Run 1, selected gate families:
(12 px per um)
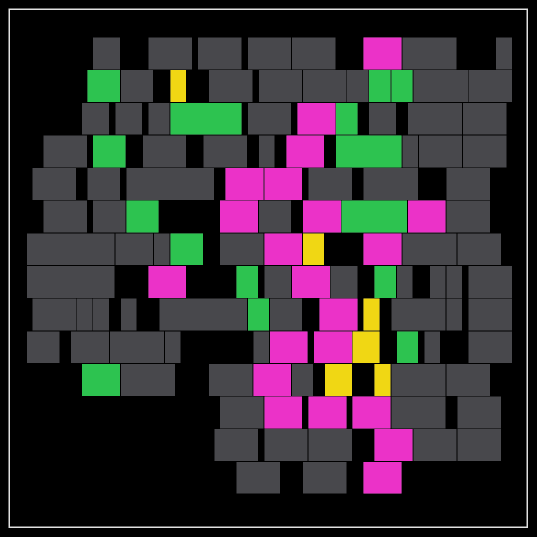
Run 1, metal 1:
(8 px per um) Supply wires on this layer in grey.
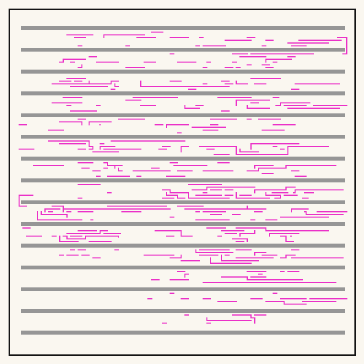
Run 1, track usage over the die:
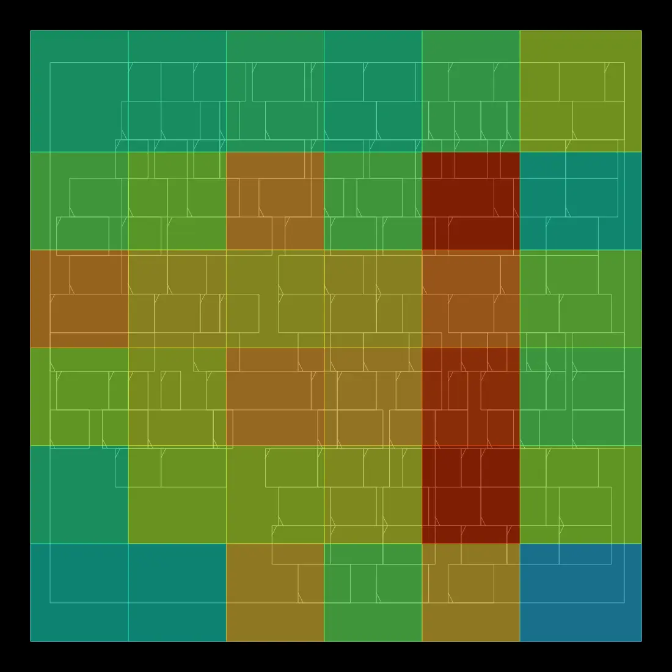
Run 1, clock network drawn from the DEF:
(8 px per um)
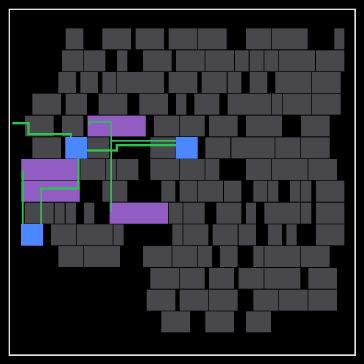
Design hazard_stall_ctrl, sky130hd; sources not shown.
==> flow_summary.yaml, run 1 <==
# synthesis and place-and-route metrics
layout:
  largest_reg_flops: 4
  antenna_cells: 0
  fill_cells: 128
  comb_area_um2: 579.3
  drive_above_1_share: 0.05645
  syn_to_final_growth_pct: 54.77
setup_path:
  path_buffers: 3
  cp_common_cell: "clkdlybuf4s50_1"
  crit_required_ns: 2.97
  critPathMaxFanout: 3
  reg2reg_setup_slack_ns: 1.93
  crit_family: "buffers and inverters"
  crit_type: "in2out"
  path_depth: 9
  cp_slowest_cell: "clkdlybuf4s50_1"
  reg2regPathDepth: 5
timing:
  rsz0062_at_grt: "no"
  max_slew_margin: 0.8034
  min_period_ns: 3.254
  fin_crit_sh: 0.9298
  tns_ns: 0
  clock.fmax_mhz: 307.3
  final_max_slew_viol_count: 0
synth:
  synth_cell_types: 28
  yosys_area_um2: 708.2
  edf_count: 0
  seq_area_frac_synth: 0.1131
  syn_area_um2: 708.2
  synth.top_cell.area_share: 0.1767
  ys_ff: 4
  synthTopCellsByCount: "xnor2_1 (11), ha_1 (10), xor2_1 (10)"
  synth_nets: 131
  topCellsByArea: "ha_1 (18%), xnor2_1 (14%), xor2_1 (12%)"
  synth.avg_cell_area_um2: 8.047
  yosys.area.top_type: "ha_1"
  synth-main-ff-cell: "dfxtp_1"
  synth_async_sr_flop_share: 0
cts:
  root_buffer: "clkbuf_4"
  ctsHoldBuffers: 0
  cts_sinks: 4
  cts_buffer_depth: 2
  cts_tree: "built"
global_route:
  grt_first_pass_wirelength_mm: 3.077
  grt_overflow: 0
  grt_max_degree: 8
  grt_pass1_vias: 794
  antenna_found_initial: 0
floorplan:
  rows: 14
  chip_area_um2: 1854
  fp.dieH_um: 43.06
  die_w_um: 43.06
  fp.coreArea_um2: 1541
route:
  firstDrtPassIters: 2
  ant_nets: 0
placement:
  dp_cells: 137
  post-dp-hpwl_mm: 1.635
pwr:
  leakagePower_uw: 0.0004435
  vdd_drop_max_mv: 0.3308
worst_hold_path:
  hold_class: "reg2reg"
status:
  status: "finished clean"
Back to the opening pictures, 'selected gate families':
[magenta] XOR/XNOR gates | cells: 21
[green] inverting AOI/OAI gates | cells: 15
[yellow] NAND gates | cells: 6
Comb area share: 0.5285
Top cell excl fill/tap: clkdlybuf4s50_1

Back to the opening pictures, 'metal 1':
wire length on this layer: 688 um
longest straight run: 16.6 um
nets with wire on the layer: 153
main direction: horizontal
final wirelength: 1.891 mm
grt met1 use: 0.2010
total number of vias: 748

Back to the opening pictures, 'track usage over the die':
Layout Utilization: 0.7110
met3 usage: 0.05106
met2 Resource Use GR: 0.4606
drt wl/cell: 13.51 um
GRT Overall Usage: 0.2186

Back to the opening pictures, 'clock network drawn from the DEF':
[green] clock wires | length: 76.4 um
[blue] cells driving clock nets | count: 3
[purple] flip-flops | count: 4
routed clock nets: 4
Worst-Skew Late Latency: 0.24 ns
Clock power frac: 0.159
P_clk: 58.5 uW
Layout Skew: 0.008037 ns

-- run 1: where the power goes --
part	switching (uW)	internal, uW
Clock	20.1	38.4
Combinational	94.7	127
Sequential	21.5	66.5
Total	136	232
-- run 1: per-layer routing --
metal / global-route usage / share of wire / vias to the layer above
met1: 0.2010 / 0.36 / 339
met4: 0.05455 / 0.0074 / 0
li1: - / - / 383
met2: 0.4606 / 0.58 / 24
met3: 0.05106 / 0.049 / 2
met5: 0 / 0 / -
-- run 1: cell usage in the layout (no fill, tap or decap), types with 2 or more instances in the layout --
| cell | synthesis | layout |
|---|---|---|
| nand2_1 | 3 | 3 |
| a2111oi_2 | 1 | 2 |
| ha_1 | 10 | 10 |
| nor2_1 | 5 | 5 |
| nor2b_1 | 3 | 3 |
| nor3_1 | 3 | 3 |
| clkdlybuf4s50_1 | 0 | 36 |
| inv_1 | 9 | 9 |
| xnor2_1 | 11 | 11 |
| clkbuf_4 | 0 | 3 |
| xor2_1 | 10 | 10 |
| a211oi_1 | 4 | 4 |
| nand4_1 | 2 | 2 |
| nor4_1 | 2 | 2 |
| o21ai_0 | 2 | 2 |
| dfxtp_1 | 4 | 4 |
| a21oi_1 | 5 | 5 |
-- run 1: cell families after synthesis --
kind of cell | Yosys count | share of synthesized area
xor gates and xnor gates | 21 | 0.2597
and+or+nand+nor | 24 | 0.1873
DFF | 4 | 0.1131
adders and majority gates | 10 | 0.1767
buffers and inverters | 12 | 0.07596
AOI/OAI and AO/OA | 17 | 0.1873
-- run 1: area by class of cell --
| cell class | count | share of cell area |
|---|---|---|
| Tap cell | 16 | 0.01826 |
| Sequential cell | 4 | 0.07306 |
| Multi-Input combinational cell | 72 | 0.5285 |
| Inverter | 9 | 0.03082 |
| Clock buffer | 3 | 0.02055 |
| Timing Repair Buffer | 36 | 0.3288 |
-- run 1: metrics by stage --
step / hold slack, ns / utilization / setup slack [ns] / area, um2 / power, uW
after floorplan: 0.4791 / - / 1.169 / 708.2 / 225.4
after global placement: 0.4921 / 0.6932 / 0.2759 / 1069 / 294.2
after detailed placement: 0.5061 / 0.6932 / 0.2210 / 1069 / 307.2
after CTS: 0.5143 / 0.7078 / 0.2241 / 1091 / 369.2
after global routing: 0.5369 / 0.7110 / 0.1288 / 1096 / 401.5
final: 0.5214 / 0.7110 / 0.2458 / 1096 / 368.3
-- run 1: what timing repair did --
item | CTS | global route
setup buffers | 0 | 0
gates resized | 0 | 1
endpoints found under the setup margin | 0 | 3
Run 1, signal wires by layer:
(8 px per um) Two of the layers only.
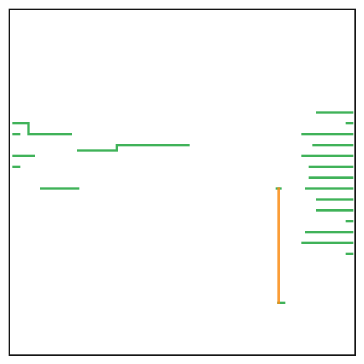

==> inputs of run 2 (changes only) <==
--- a/config.mk
+++ b/config.mk
@@ -8,7 +8,7 @@
 export CAP_MARGIN = 20
 export CORE_UTILIZATION = 42
 export DETAILED_ROUTE_END_ITERATION = 16
-export PLACE_DENSITY = 0.95
+export PLACE_DENSITY_LB_ADDON = 0.25
 export SETUP_SLACK_MARGIN = 0.15
 export SLEW_MARGIN = 10
 export SYNTH_ARGS = -nofsm -noshare
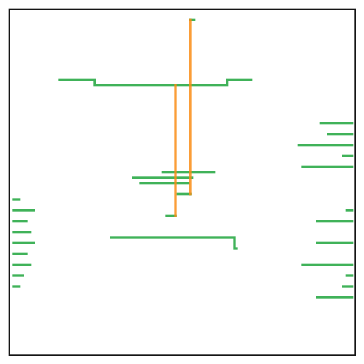
Run 2: signal wires by layer
(8 px per um) Two of the layers only.
[orange] met4 | wire length: 38.1 um
[green] met3 | wire length: 123 um
drt wl/cell: 11.62 um
GRT Overall Usage: 0.2104

==> flow_summary.yaml, run 2 <==
# synthesis and place-and-route metrics
layout:
  layout_top_cells: "clkdlybuf4s50_1 (35), xnor2_1 (11), xor2_1 (10), ha_1 (10), inv_1 (9)"
  syn_to_final_growth_pct: 54.42
  fill_cells: 123
  drive_above_1_share: 0.04839
  final_common_cell: "clkdlybuf4s50_1"
  fin_util: 0.7094
  largest_reg_flops: 4
  antenna_cells: 0
status:
  status: "finished clean"
pwr:
  clkPwrFrac: 0.166
  switching_share: 0.3647
  switchingPower_uw: 131.8
  p_int_uw: 229.6
  leakagePower_uw: 0.0004575
  vdd_drop_max_mv: 0.3288
  combPwrFrac: 0.594
  power.density_nw_per_um2: 330.4
  power_frac_seq: 0.240
synth:
  yosys_warnings: 6
  synth.avg_cell_area_um2: 8.047
  yosys_area_um2: 708.2
  yosys.area.top_type: "ha_1"
  synth-main-ff-cell: "dfxtp_1"
  ys_cells: 88
  synth_async_sr_flop_share: 0
  synth_nets: 131
  syn_area_um2: 708.2
  edf_count: 0
  seq_area_frac_synth: 0.1131
  topCellsByArea: "ha_1 (18%), xnor2_1 (14%), xor2_1 (12%)"
  synthTopCellsByCount: "xnor2_1 (11), ha_1 (10), xor2_1 (10)"
  synth_cell_types: 28
  ys_ff: 4
  synth.top_cell.area_share: 0.1767
setup_path:
  cp_common_cell: "clkdlybuf4s50_1"
  crit_family: "buffers and inverters"
  path_buffers: 3
  crit_chain: "clkdlybuf4s50_1 -> inv_1 -> ha_1 -> nor2b_1 -> o21ai_0 -> a2111oi_1 -> a21oi_1 -> o311ai_2 -> clkdlybuf4s50_1"
  critPathLaunchType: "primary input"
  critPathMaxFanout: 3
  cp_slowest_cell: "clkdlybuf4s50_1"
  reg2reg_setup_slack_ns: 1.94
  crit_required_ns: 2.97
  reg2regPathDepth: 5
  crit_type: "in2out"
  path_depth: 9
timing:
  max_slew_margin: 0.7896
  rsz0062_at_grt: "yes"
  min_period_ns: 3.268
  clock.fmax_mhz: 306.0
  fin_crit_sh: 0.9337
  final_max_slew_viol_count: 0
  tns_ns: 0
  finalWorstSetupSlack_ns: 0.2322
  skew_ns: 0.005133
cts:
  cts_tree: "built"
  post-cts-setup-buffers: 0
  cts_sinks: 4
  insertion_delay_ns: 0.25
  cts_buffer_depth: 2
  root_buffer: "clkbuf_4"
floorplan:
  rows: 14
  die_w_um: 43.06
  chip_area_um2: 1854
  fp.dieH_um: 43.06
global_route:
  grt_max_degree: 8
  grt_pass1_vias: 701
  antenna_found_initial: 0
  grt_first_pass_wirelength_mm: 2.904
  grt_overflow: 0
route:
  via_per_inst: 5.129
  vias: 718
  firstDrtPassIters: 4
  drt_iter0_drc: 30
  ant_nets: 0
  finalWirelength_mm: 1.627
placement:
  place_ws_ns: 0.2306
  dp_cells: 137
  gp_congestion: 0.8139
  io_buffers: 36
  post-dp-hpwl_mm: 1.420
worst_hold_path:
  hold_class: "reg2reg"
==> run 2: cell counts after synthesis <==
Identical to the previous run, type by type.
==> run 2: power groups by stage <==
| stage | logic (uW) | clock network, uW | registers (uW) |
|---|---|---|---|
| floorplan | 144 | 0 | 81.2 |
| global placement | 210 | 0 | 85.9 |
| detailed placement | 215 | 0 | 87.0 |
| CTS | 216 | 61.3 | 86.4 |
| global route | 240 | 65.7 | 91.5 |
| finish | 215 | 60.1 | 86.7 |
==> run 2: metal layers <==
layer / wire [um] / global-route usage
met4: 38 / 0.1030
met2: 693 / 0.3242
met5: 0 / 0
met3: 122 / 0.06383
met1: 772 / 0.2641
==> run 2: worst reg2reg max path: cells and delay by family, from the launching register on <==
family / cells / cell delay (ns)
DFF: 1 / 0.35
AOI/OAI and AO/OA: 2 / 0.42
buffers and inverters: 1 / 0.10
adders and majority gates: 1 / 0.17
and+or+nand+nor: 1 / 0.45
==> run 2: cell type report <==
cell class,count,area [um2],area share
sequential,4,80.08,0.07323
tap,16,20.02,0.01831
multi-input combinational,72,574.3,0.5252
clock buffer,3,22.52,0.02059
inverter,9,33.78,0.03089
timing repair buffer,36,362.8,0.3318
==> run 2: what timing repair did <==
item	4_1_cts	5_1_grt
setup endpoints to repair	0	3
hold buffers	0	0
gates resized	0	1
==> run 2: through the flow <==
| step | instance area (um2) | hold WS [ns] | power [uW] |
|---|---|---|---|
| floorplan | 708.2 | 0.4791 | 225.4 |
| global placement | 1069 | 0.4952 | 296.1 |
| detailed placement | 1069 | 0.5097 | 301.6 |
| CTS | 1091 | 0.5176 | 363.8 |
| global route | 1094 | 0.5710 | 396.8 |
| finish | 1094 | 0.5102 | 361.3 |
==> run 2: kinds of logic after synthesis <==
group	Yosys count	share of synthesized area
buf+inv	12	0.07596
fa+ha+maj	10	0.1767
simple gates	24	0.1873
flops	4	0.1131
xor+xnor	21	0.2597
compound gates	17	0.1873
Power and IR drop assume default switching activity.
